==> images/clock_map.png <==
Drawn at 6 px/µm.
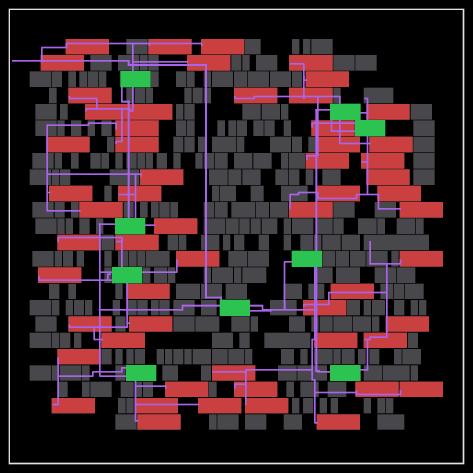
==> images/met3.png <==
Drawn at 4 px/µm. Cells faint in the background.
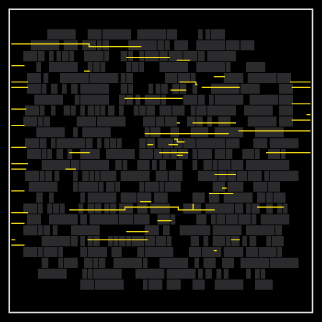
==> images/port_nets.png <==
Drawn at 6 px/µm.
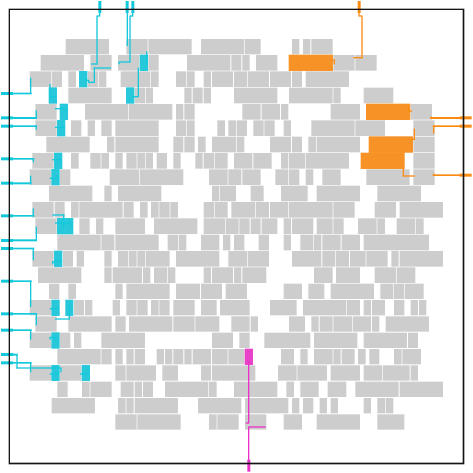
==> images/final_clocks.png <==
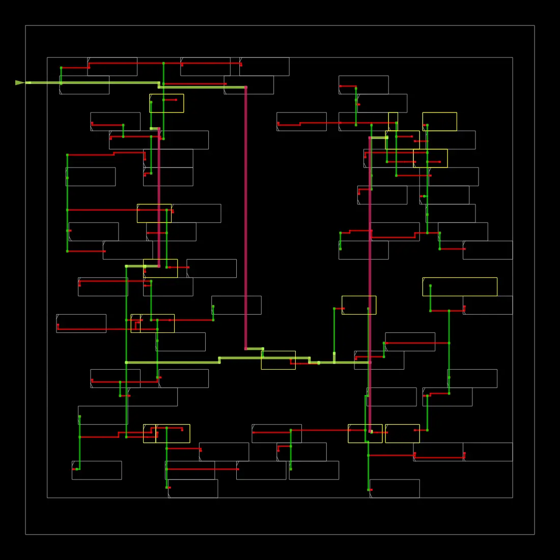
--- config.mk ---
export PLATFORM = sky130hd
export DESIGN_NAME = smg_scan_controller
export DESIGN_NICKNAME = d
export VERILOG_FILES = /design/src/rtl/smg_scan_controller.sv
export SDC_FILE = /design/constraint.sdc
export NUM_CORES = 1
export LEC_CHECK = 0
export CORE_MARGIN = 3
export CORE_UTILIZATION = 55
export CTS_CLUSTER_SIZE = 40
export DETAILED_ROUTE_END_ITERATION = 10
export PLACE_DENSITY = 0.79
export SLEW_MARGIN = 10
export SYNTH_ARGS = -nofsm -noshare
export SYNTH_HDL_FRONTEND = slang
export SYNTH_SLANG_ARGS = --single-unit
--- constraint.sdc ---
create_clock -name CLK -period 4.06 [get_ports CLK]
set_input_delay 1.015 -clock CLK [delete_from_list [all_inputs] [get_ports CLK]]
set_output_delay 1.015 -clock CLK [all_outputs]
set_load 0.05 [all_outputs]
--- src/rtl/smg_scan_controller.sv ---
`default_nettype none
// ============================================================================
//  Module      : smg_scan_controller
//  Description : Time-multiplexed scan sequencer for a common-digit seven-
//                segment display with dead time, blanking and frame-aligned
//                display updates.
//  Revision    : 1.0 - initial release
// ============================================================================
module smg_scan_controller #(
    parameter int DIGITS       = 4,
    parameter int SHOW_CYCLES  = 5000,
    parameter int BLANK_CYCLES = 50,
    parameter int LZB_EN       = 1
) (
    input  logic                      CLK,
    input  logic                      RST,
    input  logic                      upd_valid,
    input  logic [4*DIGITS-1:0]       upd_data,
    output logic                      upd_ready,
    output logic [3:0]                NumberData,
    output logic [DIGITS-1:0]         DigitSel,
    output logic [$clog2(DIGITS)-1:0] digit_idx,
    output logic                      frame_done
);

    localparam int c_IW   = $clog2(DIGITS);
    localparam int c_MAXC = (SHOW_CYCLES > BLANK_CYCLES) ? SHOW_CYCLES : BLANK_CYCLES;
    localparam int c_CW   = (c_MAXC > 1) ? $clog2(c_MAXC) : 1;

    localparam logic [c_CW-1:0] c_SHOW_LAST  = c_CW'(SHOW_CYCLES - 1);
    localparam logic [c_CW-1:0] c_BLANK_LAST = c_CW'(BLANK_CYCLES - 1);
    localparam logic [c_IW-1:0] c_LAST_IDX   = c_IW'(DIGITS - 1);

    typedef enum logic [0:0] {
        S_BLANK = 1'b0,
        S_SHOW  = 1'b1
    } state_t;

    state_t                r_state;
    state_t                w_stateNext;
    logic [c_CW-1:0]       r_cnt;
    logic [c_CW-1:0]       w_cntNext;
    logic [c_IW-1:0]       r_idx;
    logic [c_IW-1:0]       w_idxNext;
    logic                  w_frameDone;
    logic [4*DIGITS-1:0]   r_disp;
    logic [4*DIGITS-1:0]   w_dispNext;
    logic [4*DIGITS-1:0]   r_pendData;
    logic                  r_pend;
    logic [3:0]            r_num;
    logic [DIGITS-1:0]     r_sel;
    logic [DIGITS-1:0]     w_blank;
    logic                  w_zeroRun;
    logic [3:0]            w_nib;
    logic                  w_blkSel;
    logic [DIGITS-1:0]     w_oneHot;

    // Slot sequencing: the counter counts elapsed cycles within the phase.
    always_comb begin
        w_stateNext = r_state;
        w_cntNext   = r_cnt + c_CW'(1);
        w_idxNext   = r_idx;
        w_frameDone = 1'b0;
        case (r_state)
            S_BLANK: begin
                if (r_cnt == c_BLANK_LAST) begin
                    w_stateNext = S_SHOW;
                    w_cntNext   = '0;
                end
            end
            S_SHOW: begin
                if (r_cnt == c_SHOW_LAST) begin
                    w_stateNext = S_BLANK;
                    w_cntNext   = '0;
                    w_idxNext   = (r_idx == c_LAST_IDX) ? '0 : r_idx + c_IW'(1);
                    w_frameDone = (r_idx == c_LAST_IDX);
                end
            end
            default: w_stateNext = S_BLANK;
        endcase
    end

    // Everything for the upcoming slot is derived from the display value it will use,
    // so the first slot of a frame already sees a freshly applied update.
    always_comb begin
        w_dispNext = (w_frameDone && r_pend) ? r_pendData : r_disp;
        w_zeroRun  = 1'b1;
        w_blank    = '0;
        for (int i = DIGITS - 1; i >= 0; i--) begin
            w_zeroRun  = w_zeroRun & (w_dispNext[i*4 +: 4] == 4'h0);
            w_blank[i] = (w_dispNext[i*4 +: 4] > 4'd9) |
                         ((LZB_EN != 0) && (i != 0) && w_zeroRun);
        end
        w_nib    = 4'h0;
        w_blkSel = 1'b0;
        w_oneHot = '0;
        for (int i = 0; i < DIGITS; i++) begin
            if (w_idxNext == c_IW'(i)) begin
                w_nib       = w_dispNext[i*4 +: 4];
                w_blkSel    = w_blank[i];
                w_oneHot[i] = 1'b1;
            end
        end
    end

    always_ff @(posedge CLK) begin
        if (RST) begin
            r_state    <= S_BLANK;
            r_cnt      <= '0;
            r_idx      <= '0;
            r_disp     <= {DIGITS{4'hF}};
            r_pendData <= '0;
            r_pend     <= 1'b0;
            r_num      <= 4'h0;
            r_sel      <= '1;
        end else begin
            r_state <= w_stateNext;
            r_cnt   <= w_cntNext;
            r_idx   <= w_idxNext;
            r_disp  <= w_dispNext;
            r_num   <= w_nib;
            r_sel   <= ((w_stateNext == S_SHOW) && !w_blkSel) ? ~w_oneHot : '1;
            // Apply and accept are mutually exclusive: accepting needs an empty buffer.
            if (w_frameDone && r_pend) begin
                r_pend <= 1'b0;
            end else if (upd_valid && !r_pend) begin
                r_pend     <= 1'b1;
                r_pendData <= upd_data;
            end
        end
    end

    assign upd_ready  = ~r_pend;
    assign NumberData = r_num;
    assign DigitSel   = r_sel;
    assign digit_idx  = r_idx;
    assign frame_done = w_frameDone;

endmodule
`default_nettype wire

==> qor.yml <==
crit_path_top_delay_cell: "clkdlybuf4s50_1"
grtUsageMet3: 0.04749
comb_cells: 240
power_density_mw_per_mm2: 382.9
yosys-top-cells-count: "57 x dfxtp_1, 52 x nor2_1, 46 x nand2_1"
nonClkBufAreaFrac: 0.1018
crit_buf_inv: 2
synth-xor-area-share: 0.03630
status: "finished clean"
yosysTopAreaCell: "dfxtp_1"
first_pass_iters: 4
synthMostInstantiatedCell: "dfxtp_1"
drv_cap: 0
p_sw_frac: 0.2238
cts_tree: "built"
relSlewSlack: 0.3464
inv_count: 8
crit_path_end: "frame_done"
finalClockPeriodUsage: 0.9011
worst_pin_slew_ns: 0.9760
top_power_group: "registers"
reg_top3: "r_disp: 16 flops, r_pendData: 16 flops, r_cnt: 13 flops"
p_int_uw: 942.8
async_reset_ff_frac: 0
ys_sh_simple: 0.2697
reg2reg_slack_ns: 1.15
total_power_mw: 1.215
taps: 52
r2r_start: "digit_idx[0]"
r2r-end: "DigitSel[1]"
route.detailed.drc: 0
core_area_mm2: 0.004504
nets: 371
busiest_layer: "met2"
critPathKind: "reg -> out"
clock.fmax_mhz: 273.3
rsz0062_at_grt: "false"
startpoint_type: "flip-flop"
place_congestion: 0.8844
antenna_left: 0
num-nonclk-buffers: 33
setup_viol: 0
seqCellArea_mm2: 0.001141
critPathMaxStageDelay_ns: 0.81
cp_max_fo: 11
drt-met1-wl_um: 2687
finalNonFillerCells: 406
clock_path_buffers: 2
ys_cells: 323
hold_start: "r_disp[0]"
largest_cell_class: "logic gates"
synthesis.nets: 345
comb_area_frac: 0.4430
num_antenna_cells: 0
fin_area_mm2: 0.003172
logic_family: "simple AND/OR/NAND/NOR gates"
cts_resized: 0
seq_area_frac_synth: 0.4300
met2_usage: 0.3768
highest_layer: "met4"
crit_start: "r_cnt[3]"
About clock_map.png:
[clock wires] purple | length: 736 µm
[flip-flops] red | count: 57
[cells driving clock nets] green | count: 9
routed clock nets	10
flops lie	widely spread
clock network power: 548 µW
clock skew: 0.006098 ns
clock share of power: 0.451
Latency at later pin: 0.33 ns

About met3.png:
main direction	horizontal
share of all routed wire	5.2%
longest straight run	20.7 µm
wire length on this layer	308 µm

About port_nets.png:
port	colour	direction	edge	end cells	buffers	wire
NumberData	orange	output	3 right, 1 top	4	4	32.6 µm
frame_done	magenta	output	bottom	1	1	19.0 µm
upd_data	cyan	input	13 left, 3 top	16	16	146 µm

About final_clocks.png:
CTS buffer count: 9
CLK BUF: 14
clock sink count: 57

Power and IR drop assume default switching activity.
